==> config.mk <==
export PLATFORM = sky130hd
export DESIGN_NAME = scan_decoder_flat
export DESIGN_NICKNAME = d
export VERILOG_FILES = /design/src/rtl/scan_decoder_if.sv /design/src/rtl/scan_decoder.sv /design/src/flat_wrapper.sv
export SDC_FILE = /design/constraint.sdc
export NUM_CORES = 1
export LEC_CHECK = 0
export ABC_AREA = 1
export CAP_MARGIN = 25
export CORE_ASPECT_RATIO = 2
export CORE_UTILIZATION = 55
export DETAILED_ROUTE_END_ITERATION = 10
export PLACE_DENSITY_LB_ADDON = 0.2
export REMOVE_ABC_BUFFERS = 1
export SLEW_MARGIN = 30
export SYNTH_ARGS = -nofsm -noshare
export SYNTH_HDL_FRONTEND = slang
export SYNTH_SLANG_ARGS = --single-unit
export TNS_END_PERCENT = 20
==> constraint.sdc <==
create_clock -name clk -period 2.4 [get_ports clk]
set_input_delay 0.24 -clock clk [delete_from_list [all_inputs] [get_ports clk]]
set_output_delay 0.24 -clock clk [all_outputs]
set_load 0.01 [all_outputs]
==> src/rtl/scan_decoder_if.sv <==
// Handshake bundle for scan_decoder: control/select inputs and one-hot/status outputs.
// The decoder attaches through the slave modport and the controlling logic through master.
interface scan_decoder_if #(
  parameter int unsigned SEL_W = 4,
  parameter int unsigned DIV_W = 8
);
  logic                  en;
  logic                  mode;
  logic [SEL_W-1:0]      sel;
  logic [DIV_W-1:0]      div;
  logic                  start;
  logic                  stop;
  logic [2**SEL_W-1:0]   out;
  logic [SEL_W-1:0]      idx;
  logic                  busy;
  logic                  wrap;

  modport master (
    output en, mode, sel, div, start, stop,
    input  out, idx, busy, wrap
  );

  modport slave (
    input  en, mode, sel, div, start, stop,
    output out, idx, busy, wrap
  );
endinterface

==> src/rtl/scan_decoder.sv <==
// Registered one-hot decoder with a scan sequencer: direct decode of sel, or an
// autonomous walk through every output position with a programmable dwell.
module scan_decoder #(
  parameter int unsigned SEL_W = 4,
  parameter int unsigned DIV_W = 8
) (
  input  logic          clk,
  input  logic          rst_n,
  scan_decoder_if.slave bus
);
  localparam int unsigned N = 2**SEL_W;

  typedef enum logic [1:0] {
    ST_IDLE   = 2'd0,
    ST_DIRECT = 2'd1,
    ST_SCAN   = 2'd2
  } state_e;

  state_e             state_q, state_d;
  logic [N-1:0]       out_q, out_d;
  logic [SEL_W-1:0]   idx_q, idx_d, idx_nxt;
  logic [DIV_W-1:0]   pre_q, pre_d;
  logic               wrap_q, wrap_d;
  logic               busy_q, busy_d;

  function automatic logic [N-1:0] onehot(input logic [SEL_W-1:0] i);
    logic [N-1:0] v;
    v    = '0;
    v[i] = 1'b1;
    return v;
  endfunction

  always_comb begin
    state_d = state_q;
    out_d   = out_q;
    idx_d   = idx_q;
    pre_d   = pre_q;
    wrap_d  = 1'b0;
    idx_nxt = idx_q + 1'b1;

    unique case (state_q)
      ST_IDLE: begin
        out_d = '0;
        if (bus.en && !bus.mode) begin
          // Load on the entry edge so out tracks one-hot(idx) from the first DIRECT cycle.
          state_d = ST_DIRECT;
          out_d   = onehot(bus.sel);
          idx_d   = bus.sel;
        end else if (bus.en && bus.mode && bus.start && !bus.stop) begin
          state_d = ST_SCAN;
          idx_d   = '0;
          pre_d   = '0;
          out_d   = onehot({SEL_W{1'b0}});
        end
      end

      ST_DIRECT: begin
        if (!bus.en || bus.mode) begin
          state_d = ST_IDLE;
          out_d   = '0;
        end else begin
          out_d = onehot(bus.sel);
          idx_d = bus.sel;
        end
      end

      ST_SCAN: begin
        if (bus.stop || !bus.en || !bus.mode) begin
          state_d = ST_IDLE;
          out_d   = '0;
          idx_d   = '0;
          pre_d   = '0;
        end else if (pre_q >= bus.div) begin
          // >= rather than == so a live drop of div below the count advances at once.
          pre_d  = '0;
          idx_d  = idx_nxt;
          out_d  = onehot(idx_nxt);
          wrap_d = (idx_q == {SEL_W{1'b1}});
        end else begin
          pre_d = pre_q + 1'b1;
        end
      end

      default: begin
        state_d = ST_IDLE;
        out_d   = '0;
        idx_d   = '0;
        pre_d   = '0;
      end
    endcase

    busy_d = (state_d == ST_SCAN);
  end

  always_ff @(posedge clk or negedge rst_n) begin
    if (!rst_n) begin
      state_q <= ST_IDLE;
      out_q   <= '0;
      idx_q   <= '0;
      pre_q   <= '0;
      wrap_q  <= 1'b0;
      busy_q  <= 1'b0;
    end else begin
      state_q <= state_d;
      out_q   <= out_d;
      idx_q   <= idx_d;
      pre_q   <= pre_d;
      wrap_q  <= wrap_d;
      busy_q  <= busy_d;
    end
  end

  assign bus.out  = out_q;
  assign bus.idx  = idx_q;
  assign bus.busy = busy_q;
  assign bus.wrap = wrap_q;
endmodule

==> src/flat_wrapper.sv <==
// flat-port wrapper written by rule: the top's interface ports become plain ports
module scan_decoder_flat 
#(
  parameter int unsigned SEL_W = 4,
  parameter int unsigned DIV_W = 8
)
  (clk, rst_n, bus_en, bus_mode, bus_sel, bus_div, bus_start, bus_stop, bus_out, bus_idx, bus_busy, bus_wrap);
  scan_decoder_if #(.SEL_W(SEL_W), .DIV_W(DIV_W)) bus_i ();
  input  logic clk;
  input  logic rst_n;
  input wire logic [$bits(bus_i.en)-1:0] bus_en;
  input wire logic [$bits(bus_i.mode)-1:0] bus_mode;
  input wire logic [$bits(bus_i.sel)-1:0] bus_sel;
  input wire logic [$bits(bus_i.div)-1:0] bus_div;
  input wire logic [$bits(bus_i.start)-1:0] bus_start;
  input wire logic [$bits(bus_i.stop)-1:0] bus_stop;
  output wire logic [$bits(bus_i.out)-1:0] bus_out;
  output wire logic [$bits(bus_i.idx)-1:0] bus_idx;
  output wire logic [$bits(bus_i.busy)-1:0] bus_busy;
  output wire logic [$bits(bus_i.wrap)-1:0] bus_wrap;
  assign bus_i.en = bus_en;
  assign bus_i.mode = bus_mode;
  assign bus_i.sel = bus_sel;
  assign bus_i.div = bus_div;
  assign bus_i.start = bus_start;
  assign bus_i.stop = bus_stop;
  assign bus_out = bus_i.out;
  assign bus_idx = bus_i.idx;
  assign bus_busy = bus_i.busy;
  assign bus_wrap = bus_i.wrap;
  scan_decoder #(.SEL_W(SEL_W), .DIV_W(DIV_W)) u_core (.clk(clk), .rst_n(rst_n), .bus(bus_i));
endmodule
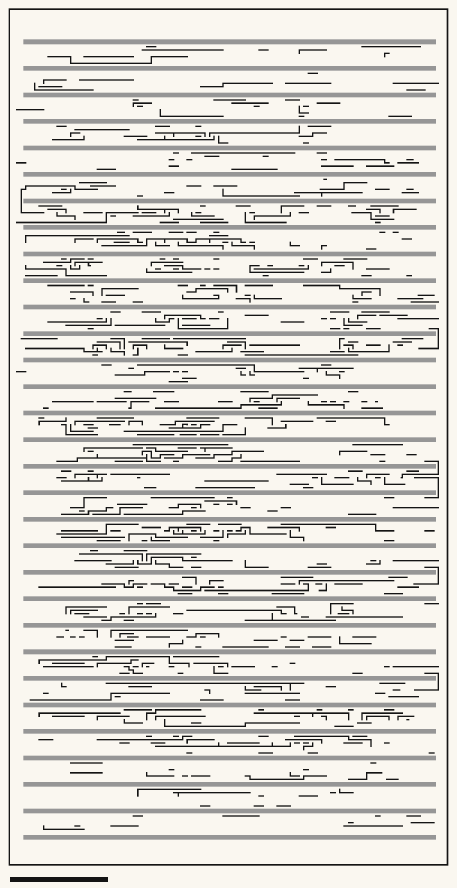
(images/met1.png)
The bar under the picture is 10 um long. Supply wires on this layer in grey.
longest straight run: 20.2 um
share of all routed wire: 36%
wire length on this layer: 1710 um
nets with wire on the layer: 316
main direction: horizontal
met1 Use GR: 28.1%
total detailed-routing wirelength: 4740 um
overall via count from detail_route: 1882

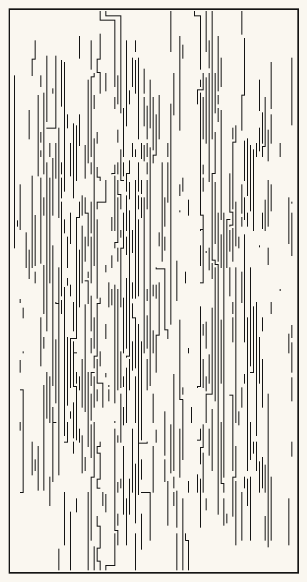
(images/met2.png)
main direction: vertical
longest straight run: 41.1 um
wire length on this layer: 2710 um
share of all routed wire: 57%
nets with wire on the layer: 282
routing usage on met2: 51.7%

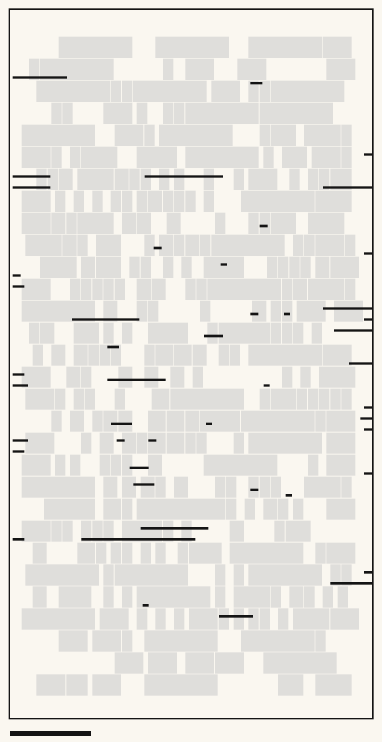
(images/met3.png)
The bar under the picture is 10 um long. Cells faint in the background.
share of all routed wire: 2.5%
main direction: horizontal
nets with wire on the layer: 35
wire length on this layer: 120 um

==> results.txt <==
Reports from this run.

- The slew at the pin with the worst max-slew slack reads 0.497 ns.
- The number of gates resized after cts is 0.
- The number of cell rows is 30.
- For this run, the final setup violation count is recorded as 0.
- The register bit count reported by yosys is 32.
- The area taken by flip-flops and latches is 801 sq um.
- The TritonCTS clock tree reads yes.
- The achievable frequency is 0.519 GHz.
- The violation tally recorded at the end of detailed-routing iteration 0 is 72.
- The worst hold slack across all endpoints is 0.351 ns.
- The worst min-delay path class is in -> async.
- Yosys printed 0 warnings.
- The total number of warnings across the stage logs is 29.
- The worst-case reg-to-reg path depth is 8.
- The first global-routing pass estimated 8050 um of wire.
- After clock tree synthesis, the setup repair step added 0 buffers.
- Endpoints failing hold in the final report were tallied at 0.
- The most numerous logic cell after layout is nand2_1.
- By startpoint and endpoint, the worst setup path is classified as in -> reg.
- The stat command in Yosys gives a chip area of 2010 sq um.
- The number of buffers inserted by hold repair at cts reads 0.
- The layout overhead on the synthesized area is 26.8%.
- The post-synthesis instance area reads 2010 sq um.
- The run finished with clean final reports.
- The count of port buffers added during placement is 39.
- The report lists the cells along the critical path as clkdlybuf4s50_1 -> inv_1 -> ha_1 -> a21o_1 -> nor2_1 -> nand3_4 -> inv_4 -> nand2_1 -> nand2_1.
- By instance count, the cell type seen most on the critical path is nand2_1.
- STA classifies the critical path endpoint as a flop.
- The core area reads 3450 sq um.
- The depth of the CTS H-tree is 2.
- The cell leakage power is 1.31 nW.
- The family with the most delay on the worst path reads buffers and inverters.
- The count of distinct cell types in the synthesized netlist reads 22.
- The required time at the worst-slack endpoint is 2.61 ns.
- The routed design shows a wire length per standard cell of 12.9 um.
- In the final timing run, aggregate negative setup slack is 0 ns.
- The share of final-layout standard cells stronger than drive strength 1 reads 4.69%.
- The multi-input combinational cells in the finished layout cover a total of 1050 sq um.
- OpenROAD reports that the post-layout worst path occupies 80.3% of the period.
- The slowest cell on the critical path is clkdlybuf4s50_1.
- The DRC violation count after routing reads 0.
- In the layout the commonest cells are nand2_1, clkdlybuf4s50_1, dfrtp_1.
- The root buffer cell reads clkbuf_8.
- The number of filler cells placed in the layout reads 307.
- The count of buffering cells on the critical path with inverters included is 3.
- Ranked by total cell area, the synthesized netlist is headed by dfrtp_1, nand2_1, ha_1.
- The number of search-and-repair iterations in the first detailed-routing pass is 4.
- The via count of the first global-routing pass is 1960.
- The post-detailed-route count of antenna-violating nets reads 0.
- The stage delay of the slowest cell on the critical path is 0.46 ns.
- The area share of the largest cell type after synthesis reads 39.8%.
- The final antenna diode tally reported by the flow is 0.
- The final global-route overflow total is 0.
- The logic depth of the worst setup path including buffers reads 9.
- Counting along the longest clock path gives a buffer depth of 2.
- The number of antenna violations at the first check in global routing is 0.
- Of all nets on the critical path, the largest fanout is 24.
- The total count of max-transition violations in the final report reads 0.
- The number of vias per cell after detailed routing reads 5.11.
- The global routing usage summed across all routing layers reads 27.8%.
- The final weighted congestion of routability-driven global placement reads 0.931.
- The horizontal die dimension reads 44.8 um.
- The post-layout net count is 351.
- The OpenROAD report gives the critical path a data arrival time of 2.14 ns.
- The pin count of the biggest net entering global routing reads 33.
- After synthesis, the design contains 276 cells according to Yosys.
- Detailed placement finished with a half-perimeter wire length of 3730 um.
- The fraction of the core area occupied by cells at floorplan reads 58.3%.
- The later-pin clock latency in the skew report is 0.28 ns.
- The relative slew slack is 66.6%.
- The floorplan report gives the top-level pin count as 40.
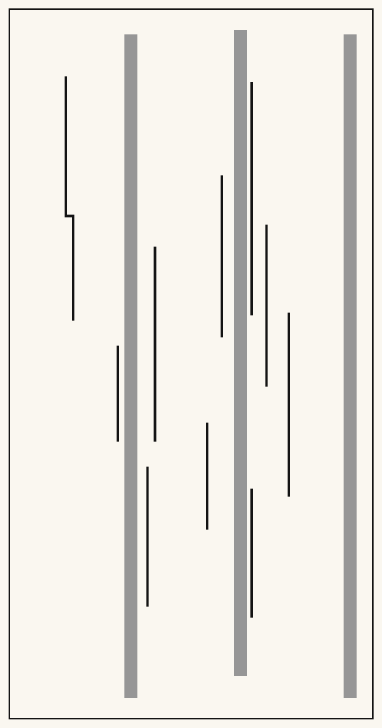
(images/met4.png)
Supply wires on this layer in grey.
longest straight run: 28.6 um
nets with wire on the layer: 9

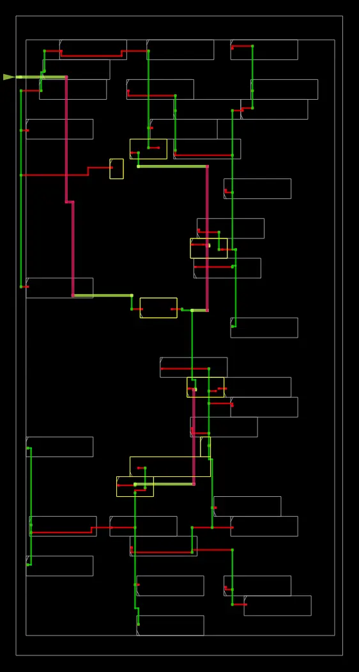
(images/final_clocks.png)
TritonCTS buffer count: 5
Seq cells: 32
clk_skew: 0.00559 ns

==> Yosys cell counts, drive strengths merged <==
master,number
nor3,7
nor2,22
dfrtp,32
nand3,10
xnor2,1
a21oi,3
a21o,1
clkinv,2
nand2,112
o21ai,22
xor2,7
buf,4
nand4,7
inv,32
ha,14
==> report_power, final <==
group	total [W]	internal [W]	switching, W
Sequential	0.000577	0.000554	0.0000222
Combinational	0.000181	0.0000788	0.000103
Clock	0.000500	0.000308	0.000192
Total	0.00126	0.000941	0.000317
==> cell type report <==
cell class	count	share of cell area, %
Tap cell	48	2.35
Sequential cell	32	31.4
Clock inverter	2	1.37
Inverter	34	5.29
Clock buffer	6	2.84
Multi-Input combinational cell	206	41.2
Timing Repair Buffer	40	15.6
==> final timing paths <==
kind                              startpoint            endpoint  slack (ns)
max                               bus_div[7]   u_core.bus.out[1]        0.47
min reg2reg                u_core.bus.out[5]   u_core.bus.out[5]        0.49
max reg2reg                  u_core.pre_q[5]   u_core.bus.out[1]        0.50
max in group asynchronous              rst_n  u_core.bus.out[14]        1.76
min                                    rst_n   u_core.bus.idx[2]        0.35
min in group clk           u_core.bus.out[5]   u_core.bus.out[5]        0.49
==> worst register-to-register path, cell delays in order (launching register included) <==
cell and delay (ns):
dfrtp_1 0.42, ha_1 0.31, a21oi_1 0.13, nor2_1 0.05
nor2_1 0.23, nand3_4 0.28, inv_4 0.26, nand2_1 0.08
nand2_1 0.07
==> flip-flops by register name, indices dropped and copies added, names as in the netlist <==
register,cells
u_core.bus.out,16
u_core.pre_q,8
u_core.bus.idx,4
u_core.state_q,2
u_core.bus.busy,1
u_core.bus.wrap,1
==> kinds of logic after synthesis <==
group / share of synthesized area (%)
simple gates: 33.5
buf+inv: 8.01
flops: 39.8
compound gates: 6.58
fa+ha+maj: 8.70
xor+xnor: 3.48
==> through the flow <==
stage,cells,util [%],setup WS (ns),area [sq um],total power (W)
2_1_floorplan,272,-,0.792,1990,0.000671
3_3_place_gp,360,70.8,0.238,2450,0.000765
3_5_place_dp,360,70.8,0.192,2450,0.000769
4_1_cts,368,73.9,0.473,2550,0.00127
5_1_grt,368,73.9,0.281,2550,0.00132
6_report,368,73.9,0.472,2550,0.00126
==> layer usage <==
metal	GRT usage [%]	part of all wire [%]	vias up	routed length, um
li1	-	-	947	-
met1	28.1	36	864	1710
met2	51.7	57	50	2710
met3	2.89	2.5	21	119
met4	16.8	4.3	0	202
met5	0	0	-	0
Power figures rest on the tool's default switching activity, not on a simulated workload.
